Design det_sec_param, sky130hd; sources not shown.
Figure 1. Clock network drawn from the DEF (run 1).
The bar under the picture is 20 µm long.
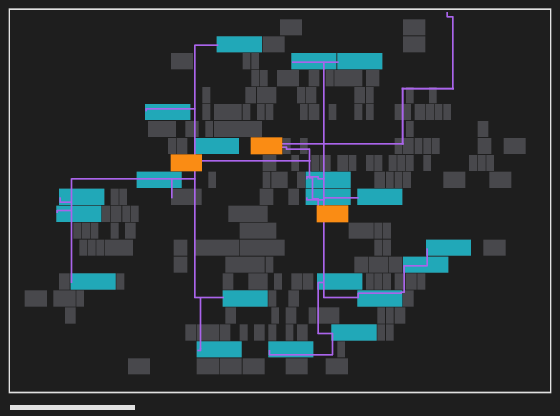
- orange: clock drivers (count 3)
- purple: clock wires (length 315 µm)
- cyan: flip-flops (count 20)
- routed clock nets: 4
clock latency on the worst-skew pair: 0.26 ns
power attributed to the clock group: 183 µW

Figure 2. Sequential cells colored by netlist name (run 1).
Other sequential cells in the stronger gray, the rest of the logic in the fainter gray.
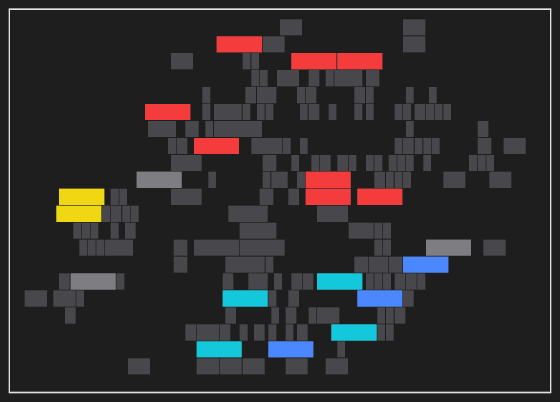
- blue: ventana_q (sequential cells 3)
- red: cuenta (sequential cells 8)
- cyan: patron_q (sequential cells 4; where south)
- yellow: llenos_q (sequential cells 2)
sequential portion of the cell area: 27.05%
register area: 400.4 µm²

Figure 3. Clock routing (run 1).
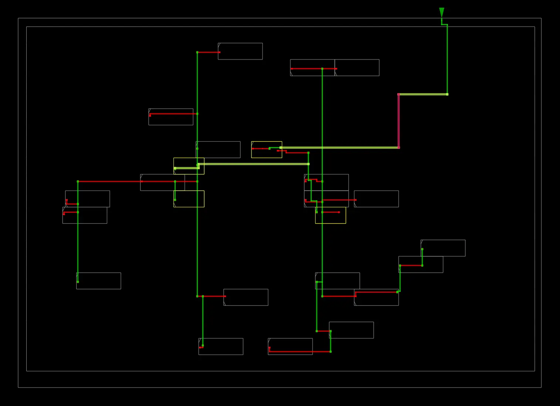
number of buffers created by CTS: 3
clock buffer count: 4
num sequential: 20

==> summary.txt, run 1 <==
Implementation run completed; key figures follow.

Final layout:
- The run puts the number of standard cells in the final layout excluding fillers at 253.
- Cells fill 30.78% of the core in the end.
- The run puts the final design instance area without fill at 0.001480 mm².

Clocking:
- The run puts the clock input transition at the sequential cells of the worst setup and hold paths at 0.07 ns.
- In this run the number of H-tree levels came out at 1.
- Clock tree synthesis selected as its root buffer the cell sky130_fd_sc_hd__clkbuf_8.

GRT:
- In the global route stage, met3 resource usage came out at 3.753%.
- The total overflow left after global routing is 0.
- The first global-routing pass estimated 4443 µm of wire.
- The run puts the via count of the first global-routing pass at 956.
- Per the GRT log, the top usage layer is met2.
- The run gives the largest net degree at the start of global routing as 12.
- The run gives the met1 usage as 15.80%.

Yosys:
- sky130_fd_sc_hd__dfxtp_1 takes more of the synthesized area than any other cell.
- In the Yosys report, the sequential cells make up 34.71% of the chip area.
- The run gives the area of the mapped netlist as 0.001154 mm².
- Yosys stat counts 162 cells in the synthesized netlist.
- Summed over its instances, the top area cell type makes up 34.71% of the synthesized netlist area.
- Ranked by total cell area, the synthesized netlist is headed by sky130_fd_sc_hd__dfxtp_1, sky130_fd_sc_hd__nand2_1, sky130_fd_sc_hd__inv_1, sky130_fd_sc_hd__nor2_1, sky130_fd_sc_hd__o21ai_0.
- The run gives the post-synth area from yosys stat as 0.001154 mm².
- The run gives the synthesized-area fraction occupied by adder cells as 3.254%.
- The run gives the most common cell in the synthesized netlist as sky130_fd_sc_hd__nand2_1.

Power:
- The run puts the part of the total power dissipated in sequential elements at 50.7%.
- Per report_power, the top consumer among the power groups is sequential cells.
- The switching component of the power was reported as 117.9 µW.
- The run puts the highest ir drop seen on vdd at 0.0001033 V.

Timing:
- The run puts the post-route minimum period at 2.414 ns.
- The run gives the headroom to the max-slew limit as 66.69%.
- Hold timing on the final database bottoms out at a slack of 0.4703 ns.

Placement:
- The run gives the placed cell count as 249.
- Summing all placed instances gives a cell area of 0.001425 mm².
- The run puts the port buffer count at 20.

Run status:
- The flow ran to the end, and the final reports show no timing, DRC or antenna violations.

Route:
- Detailed routing placed a total of 1062 µm of wire on met2.
- The iteration count recorded for the first detailed-route pass is 4.
- The run gives the per-cell via count in the routed design as 4.059.

Setup path:
- The run puts the worst path arrival time at 1.56 ns.
- By startpoint and endpoint, the worst setup path is classified as reg -> out.
- Traced cell by cell, the critical path runs through clkdlybuf4s50_1.
- The run gives the kind of start point of the critical path as a flop.
[run 1: per-stage QoR]
stage,power (µW),worst slack [ns]
3_3_place_gp,308.6,0.9303
4_1_cts,495.3,0.9717
2_1_floorplan,288.5,1.579
5_1_grt,511.3,0.9073
6_report,485.9,0.9855
3_5_place_dp,308.7,0.8844
[run 1: cell type report]
class                           count  area (µm²)
Inverter                           26       102.6
Multi-Input combinational cell    114       635.6
Tap cell                           69       86.33
Sequential cell                    20       400.4
Timing Repair Buffer               20       200.2
Fill cell                         514        3328
Clock buffer                        4       55.05
[run 1: worst min-delay path: stages (launching register included)]
cell and delay, ns:
sky130_fd_sc_hd__dfxtp_1 0.32, sky130_fd_sc_hd__inv_1 0.05, sky130_fd_sc_hd__a21oi_1 0.06
[run 1: kinds of logic (layout without fill, tap and decap cells)]
| family | after synthesis | count (layout) |
|---|---|---|
| buf+inv | 28 | 50 |
| simple gates | 80 | 80 |
| flops | 20 | 20 |
| compound gates | 29 | 29 |
| fa+ha+maj | 3 | 3 |
| xor+xnor | 2 | 2 |
[run 1: cell usage in the layout, fill, tap and decap left out, types with 2 or more instances in the layout]
cell type,count
sky130_fd_sc_hd__nand2_1,40
sky130_fd_sc_hd__inv_1,24
sky130_fd_sc_hd__nor2_1,20
sky130_fd_sc_hd__dfxtp_1,20
sky130_fd_sc_hd__clkdlybuf4s50_1,20
sky130_fd_sc_hd__o21ai_0,13
sky130_fd_sc_hd__a21oi_1,11
sky130_fd_sc_hd__nand3_1,4
sky130_fd_sc_hd__nand4_1,4
sky130_fd_sc_hd__clkbuf_8,4
sky130_fd_sc_hd__o21ai_1,3
sky130_fd_sc_hd__ha_1,3
sky130_fd_sc_hd__nand3_4,2
sky130_fd_sc_hd__nor2_8,2
sky130_fd_sc_hd__nand2_2,2
sky130_fd_sc_hd__nor2_2,2
--- run 2 (diff from run 1) ---
- clock period: 3.4 -> 2.25 ns (I/O delays scaled with it)
==> run 2 against run 1 <==
Against the previous run: utilization up 0.70 points; cell count grew 1.2%; critical path depth is the same; largest power group unchanged; highest routed layer unchanged.
==> summary.txt, run 2 <==
Implementation run completed; key figures follow.

Run status:
- The flow ran to the end, and the final reports show no timing, DRC or antenna violations.

Power:
- The run puts the power after layout at 743.0 µW.
- The run gives the highest ir drop seen on vdd as 0.0001929 V.
- The run puts the part of the total power dissipated in sequential elements at 50.2%.
- The run puts the reported net switching power at 185.2 µW.

Clocking:
- The run puts the number of buffers added by the clock tree synthesis step at 3.
- After clock tree synthesis, the clock-pin slew on the worst setup and hold paths is 0.08 ns.
- CTS built an H-tree with a depth of 1.
- Per the CTS log, the root buffer master is sky130_fd_sc_hd__clkbuf_8.
- The run gives the worst-case clock buffer depth as 2.
- The run puts the clock latency on the worst-skew pair at 0.26 ns.

GRT:
- The run puts the total overflow reported by the global router at 0.
- The run gives the via count of the first global-routing pass as 825.
- The run gives the largest net degree at the start of global routing as 12.
- The first global-routing pass estimated 4084 µm of wire.

Yosys:
- The run gives the dominant cell type by area after synthesis as sky130_fd_sc_hd__dfxtp_1.
- Sorting the synthesized cells by area gives the leading types as sky130_fd_sc_hd__dfxtp_1, sky130_fd_sc_hd__nand2_1, sky130_fd_sc_hd__inv_1, sky130_fd_sc_hd__nor2_1, sky130_fd_sc_hd__o21ai_0.
- The run gives the post-synth tally of flip-flops with integrated enable as 0.
- Synthesis handed over a netlist of 162 instances.
- The run gives the area of the mapped netlist as 0.001154 mm².
- The run gives the most common cell in the synthesized netlist as sky130_fd_sc_hd__nand2_1.
- The run gives the cell count listed in synth_stat.txt as 162.
- Summed over its instances, the top area cell type makes up 34.71% of the synthesized netlist area.
- Per Yosys stat, the portion of area used by sequential elements is 34.71%.
- The run puts the post-synth area from yosys stat at 0.001154 mm².
- The run gives the post-synth net total as 176.

Placement:
- After legalization and detailed placement, the total HPWL measured 2106 µm.
- The run puts the pre-CTS setup slack at 0.1260 ns.
- The run gives the port buffer count as 20.

Setup path:
- Traced cell by cell, the critical path runs through dlygate4sd2_1.
- The worst register-to-register path has a depth of 9.
- The run puts the worst path arrival time at 1.26 ns.
- The run gives the kind of start point of the critical path as a flop.
- For reference, the most critical setup path is categorized as reg -> out.

Final layout:
- Counting only logic cells after layout, the most numerous master is sky130_fd_sc_hd__nand2_1.

Timing:
- The run gives the highest attainable clock frequency as 547.8 MHz.
- The run gives the worst setup margin as 0.4244 ns.
- The slew check shows that the tightest pin keeps a relative margin of 66.26%.
- The smallest clock period supported by the final layout is computed as 1.826 ns.
- The run puts the max-slew violation count at 0.

Route:
- The run gives the per-cell via count in the routed design as 4.059.
- Across all layers, the routed design uses 1,039 vias.
- The run puts the detailed-router iteration count before antenna repair at 4.

Floorplanning:
- The run gives the count of boundary I/O pins as 21.

Hold path:
- The run gives the number of cells traversed by the worst hold path as 2.
-- run 2: cell counts after synthesis --
Identical to the previous run, type by type.
-- run 2: cell families (layout without fill, tap and decap cells) --
family,after synthesis,count (layout),synth area share [%]
simple gates,80,80,36.55
compound gates,29,29,13.12
buf+inv,28,53,10.19
flops,20,20,34.71
fa+ha+maj,3,3,3.254
xor+xnor,2,2,2.170
-- run 2: final cells by class --
cell class	count	area [µm²]
tap	69	86.33
inverter	26	102.6
multi-input combinational	114	635.6
sequential	20	400.4
timing repair buffer	23	234.0
clock buffer	4	55.05
fill	517	3294
-- run 2: what timing repair did --
item / in CTS / in global routing
gates resized: 5 / 7
pin swaps: 0 / 3
endpoints found under the setup margin: 10 / 19
cloned: 0 / 0
-- run 2: power by group through the flow --
stage | Clock, µW | Sequential [µW] | Combinational, µW
2_1_floorplan | 0 | 379 | 57.0
3_3_place_gp | 0 | 381 | 88.3
3_5_place_dp | 0 | 381 | 88.0
4_1_cts | 297 | 372 | 88.4
5_1_grt | 307 | 374 | 96.3
6_report | 283 | 373 | 86.8
-- run 2: metal layers --
metal / vias to the layer above / track usage (%) / wire, µm
met4: 0 / 2.857 / 25
met5: - / 0 / 0
met1: 456 / 16.22 / 1517
met2: 15 / 13.04 / 979
li1: 566 / - / -
met3: 2 / 3.753 / 102
-- run 2: stage by stage --
step / hold WS (ns) / instances / instance area (µm²)
3_5_place_dp: 0.4630 / 252 / 1448
2_1_floorplan: 0.4434 / 162 / 1154
5_1_grt: 0.4869 / 256 / 1514
3_3_place_gp: 0.4547 / 252 / 1448
4_1_cts: 0.4754 / 256 / 1496
6_report: 0.4620 / 256 / 1514
Figure 4. Sequential cells colored by netlist name (run 2).
Other sequential cells in the stronger gray, the rest of the logic in the fainter gray.
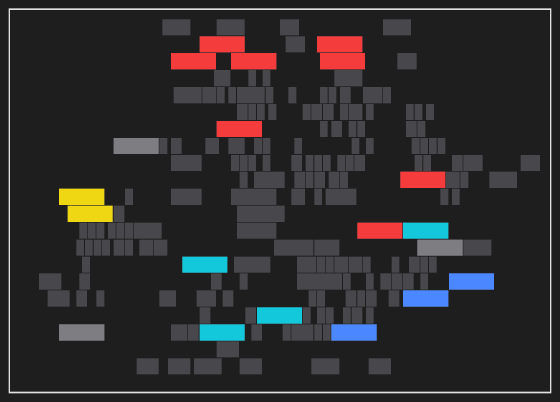
flip-flop and latch power: 373 µW
Layout Utilization: 31.49%

Figure 5. Clock network drawn from the DEF (run 2).
The bar under the picture is 20 µm long.
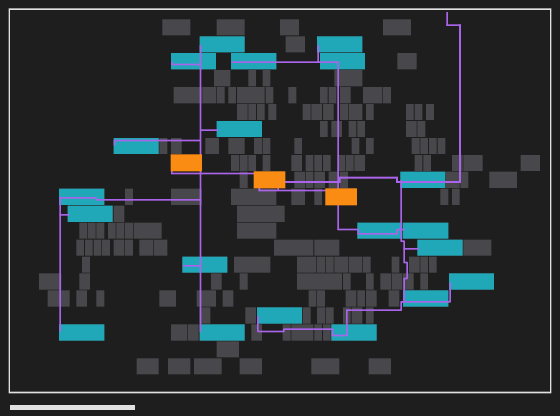
part of the total power dissipated in the clock network: 38.2%
power attributed to the clock group: 283 µW
Post-Route Skew: 0.005803 ns

Power is estimated from default activity; no workload was simulated.
